[src/rtl/sr_ignition_controller.sv]
// SR ignition sequencer. It qualifies sustained ignition sensitivity with
// hysteresis and then arms. On an SR trigger it drives a rise/hold/fall gain
// envelope, followed by a refractory lockout. All state advances on clk_en ticks.
module sr_ignition_controller #(
  parameter int WIDTH         = 18,
  parameter int FRAC          = 14,
  parameter int ARM_THRESH    = 8192,
  parameter int DISARM_THRESH = 6554,
  parameter int ARM_HOLD      = 16,
  parameter int WARMUP        = 8,
  parameter int RAMP_STEP     = 1024,
  parameter int IGNITE_HOLD   = 64,
  parameter int REFRACTORY    = 128,
  parameter int CNT_W         = 16
) (
  input  logic                    clk,
  input  logic                    rst,
  input  logic                    clk_en,
  input  logic                    enable,
  input  logic signed [WIDTH-1:0] ignition_sensitivity,
  input  logic                    sr_trigger,
  input  logic                    force_abort,
  output logic [2:0]              state,
  output logic                    armed,
  output logic                    ignition_active,
  output logic                    ignition_start,
  output logic signed [WIDTH-1:0] ignition_gain,
  output logic [CNT_W-1:0]        event_count,
  output logic [CNT_W-1:0]        missed_count
);

  // One shared phase counter. Only one of the warmup, qualify, hold and
  // refractory phases is active at a time, so they can share it.
  localparam int PH_W = 16;

  localparam logic signed [WIDTH-1:0] ARM_Q    = WIDTH'(ARM_THRESH);
  localparam logic signed [WIDTH-1:0] DISARM_Q = WIDTH'(DISARM_THRESH);
  localparam logic signed [WIDTH-1:0] ONE_Q    = WIDTH'(1 << FRAC);
  localparam logic signed [WIDTH:0]   ONE_X    = (WIDTH+1)'(1 << FRAC);
  localparam logic signed [WIDTH:0]   STEP_X   = (WIDTH+1)'(RAMP_STEP);

  localparam logic [PH_W-1:0] WARM_LAST = PH_W'(WARMUP - 1);
  localparam logic [PH_W-1:0] QUAL_DONE = PH_W'(ARM_HOLD);
  localparam logic [PH_W-1:0] HOLD_LAST = PH_W'(IGNITE_HOLD - 1);
  localparam logic [PH_W-1:0] REF_LAST  = PH_W'(REFRACTORY - 1);

  typedef enum logic [2:0] {
    S_WARMUP  = 3'd0,
    S_IDLE    = 3'd1,
    S_QUALIFY = 3'd2,
    S_ARMED   = 3'd3,
    S_RISE    = 3'd4,
    S_HOLD    = 3'd5,
    S_FALL    = 3'd6,
    S_REFRACT = 3'd7
  } state_t;

  state_t            st;
  logic [PH_W-1:0]   phase;
  logic              sens_arm, sens_keep, miss_tick;
  logic signed [WIDTH:0] gain_up, gain_dn;

  // Signed threshold tests. A negative sensitivity fails both of them.
  assign sens_arm  = ignition_sensitivity >= ARM_Q;
  assign sens_keep = ignition_sensitivity >= DISARM_Q;

  // Envelope arithmetic is one bit wider, so the clamp sees the overshoot.
  assign gain_up = {ignition_gain[WIDTH-1], ignition_gain} + STEP_X;
  assign gain_dn = {ignition_gain[WIDTH-1], ignition_gain} - STEP_X;

  // A trigger is lost when it arrives while enabled but not armed.
  // This includes the qualify tick that arms.
  assign miss_tick = sr_trigger && enable &&
                     (st == S_IDLE || st == S_QUALIFY || st == S_REFRACT);

  assign state           = st;
  assign armed           = (st == S_ARMED);
  assign ignition_active = (st == S_RISE) || (st == S_HOLD) || (st == S_FALL);

  // Sequencer FSM, gain envelope and saturating event counters.
  always_ff @(posedge clk) begin
    if (rst) begin
      st             <= S_WARMUP;
      phase          <= '0;
      ignition_start <= 1'b0;
      ignition_gain  <= '0;
      event_count    <= '0;
      missed_count   <= '0;
    end else begin
      // The start pulse is one clk wide, even when clk_en is low.
      ignition_start <= 1'b0;
      if (clk_en) begin
        if (miss_tick && missed_count != '1)
          missed_count <= missed_count + 1'b1;

        case (st)
          S_WARMUP: begin
            if (phase == WARM_LAST) begin
              st    <= S_IDLE;
              phase <= '0;
            end else begin
              phase <= phase + 1'b1;
            end
          end

          S_IDLE: begin
            if (enable && sens_arm) begin
              st    <= S_QUALIFY;
              phase <= PH_W'(1);
            end
          end

          // Values between the two thresholds keep counting. This gives hysteresis.
          S_QUALIFY: begin
            if (!enable || !sens_keep) begin
              st <= S_IDLE;
            end else if (phase + 1'b1 == QUAL_DONE) begin
              st <= S_ARMED;
            end else begin
              phase <= phase + 1'b1;
            end
          end

          // A trigger wins over a disarm on the same tick.
          S_ARMED: begin
            if (sr_trigger) begin
              st             <= S_RISE;
              ignition_start <= 1'b1;
              if (event_count != '1)
                event_count <= event_count + 1'b1;
            end else if (!enable || !sens_keep) begin
              st <= S_IDLE;
            end
          end

          // On abort the gain freezes this tick. The ramp down starts in FALL.
          S_RISE: begin
            if (force_abort) begin
              st <= S_FALL;
            end else if (gain_up >= ONE_X) begin
              ignition_gain <= ONE_Q;
              st            <= S_HOLD;
              phase         <= '0;
            end else begin
              ignition_gain <= gain_up[WIDTH-1:0];
            end
          end

          S_HOLD: begin
            if (force_abort || phase == HOLD_LAST) begin
              st <= S_FALL;
            end else begin
              phase <= phase + 1'b1;
            end
          end

          S_FALL: begin
            if (gain_dn[WIDTH] || gain_dn == '0) begin
              ignition_gain <= '0;
              st            <= S_REFRACT;
              phase         <= '0;
            end else begin
              ignition_gain <= gain_dn[WIDTH-1:0];
            end
          end

          // After lockout the controller must requalify from IDLE.
          S_REFRACT: begin
            if (phase == REF_LAST) begin
              st    <= S_IDLE;
              phase <= '0;
            end else begin
              phase <= phase + 1'b1;
            end
          end

          default: st <= S_WARMUP;
        endcase
      end
    end
  end

endmodule

[config.mk]
export PLATFORM = sky130hd
export DESIGN_NAME = sr_ignition_controller
export DESIGN_NICKNAME = d
export VERILOG_FILES = /design/src/rtl/sr_ignition_controller.sv
export SDC_FILE = /design/constraint.sdc
export NUM_CORES = 1
export LEC_CHECK = 0
export CAP_MARGIN = 20
export CORE_MARGIN = 3
export CORE_UTILIZATION = 52
export DETAILED_ROUTE_END_ITERATION = 10
export PLACE_DENSITY = 0.78
export SETUP_SLACK_MARGIN = 0.1
export SYNTH_ARGS = -nofsm -noshare
export SYNTH_HDL_FRONTEND = slang
export SYNTH_SLANG_ARGS = --single-unit
[constraint.sdc]
create_clock -name clk -period 3.8 [get_ports clk]
set_input_delay 0.76 -clock clk [delete_from_list [all_inputs] [get_ports clk]]
set_output_delay 0.76 -clock clk [all_outputs]
set_load 0.1 [all_outputs]
Fig. 1: cells by drive strength
Scale: 4 px per um.
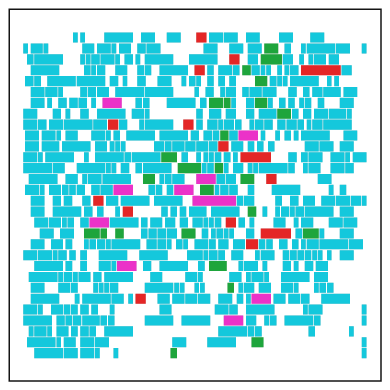
Key: drive 1 or less = cyan [cells 509]; drive 2 = green [cells 25]; drive 3 to 4 = red [cells 15]; drive 6 and up = magenta [cells 10]
PnR worst setup slack: 600 ps
buffers outside the clock class: 74
Area Growth Syn to Fin: 20.6%
post-layout instance area: 4700 um2

Fig. 2: routing congestion
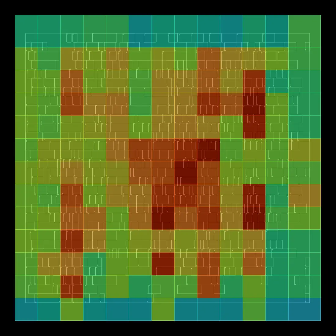
grt peak-use layer: met2
M3 GR Usage: 5.77%

Fig. 3: logic cells by family
Scale: 4 px per um.
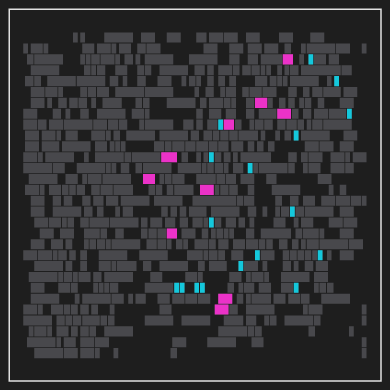
Key: inverters = cyan [cells 17]; AND-OR and OR-AND gates = magenta [cells 10]
Post-Layout Cell Count: 655
dominant logic cell type in the layout: clkdlybuf4s50_1
Comb/total area: 51.6%

Fig. 4: the metal 3 layer
Scale: 3 px per um.
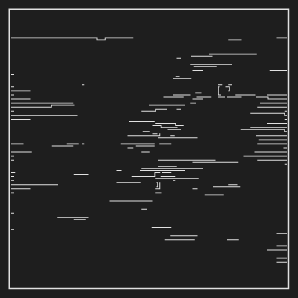
The layer holds 7.6% of the routed length. The layer carries 766 um of wire.

==> flow_summary.ini <==
; physical design summary
[status]
status = finished, final reports clean

[synth]
adder_share_pct = 1.93
ys_seq_share_pct = 30.8
ys_ff = 60
ff_type = dfxtp_1
synth.cellmix.simpleShare_pct = 32.7
syn_inst = 497
xor_share_pct = 6.52
top_cells_by_count = dfxtp_1, nor2_1, nand2_1
topCellsByArea = dfxtp_1, xor2_1, nor2_1
most_common_cell = dfxtp_1
synthArstFlopShare_pct = 0
aoi_share_pct = 18.2
edf_count = 0
syn_area_um2 = 3900
ys_warn_count = 0
ys_cells = 497
topCombFamilyByArea = simple AND/OR/NAND/NOR gates

[routing]
dr.pass1.iters = 6
viasPerCell = 5.98
drt_iter0_drc = 379
final_antenna_net_count = 0

[setup_path]
slowest_delay_ps = 540
start_kind = register
path_buffers = 1
crit_cells = 9
path_delay_family = simple AND/OR/NAND/NOR gates
setup.worst_path.start = ignition_gain[10]$_SDFFE_PP0P_
rrSetupSlack_ps = 600
end_kind = register
path_cells = inv_1, ha_1, nand2_1, o21ai_0, a41oi_4, nor4_4, nand2_2, or4_1, a21oi_1

[hold_path]
hold_class = register to register
min_to = missed_count[10]$_SDFFE_PP0P_
min_delay_path_depth = 2

[global_routing]
met1_usage_pct = 30.9
grtUsageTotal_pct = 23.9
grt_max_degree = 38
grt_pass1_wl_mm = 17.1
use_met2_pct = 37.9
grt_pass1_vias = 3705

[placement]
dp.cells = 640
place_ws_ps = 283
port_buffers = 68
post-dp-hpwl_mm = 7.02
dpl-instance-area_um2 = 4520

[pwr]
clkPwrFrac_pct = 42.9
totalPowerFinal_uw = 1310
seqPwrFrac_pct = 48.6
power_leakage_uw = 0.00168
peakVddDrop_mv = 0.224
powerComb_uw = 111
p_clk_uw = 560

[sta]
fmax_mhz = 313
hold_viol = 0
maxSlewViolCount = 0
relSlewSlack_pct = 33.2
finalSetupTns_ps = 0
setup_viol = 0
clock_skew_ps = 11.5
finalCriticalPeriod_ps = 3200
holdWs_ps = 508

[floorplan]
rows = 30
die_h_um = 92.6
num_tap_cells = 96
coreArea_um2 = 7020
num_io_pins = 80

[clocking]
cts_max_path_buffers = 2
cts_tree = done
numCtsBuffers = 9
post_cts_buffers = 0
clk_pin_slew_ps = 80
cts.sinks = 60
cts_hold_buf = 0

[finish]
nNetsFinal = 585
fillerInstances = 620
clock_buffers = 10
comb_cells = 393
ff_count = 60
seq_area_share_pct = 25.6
layout.nonclk_buf_share_pct = 15.1
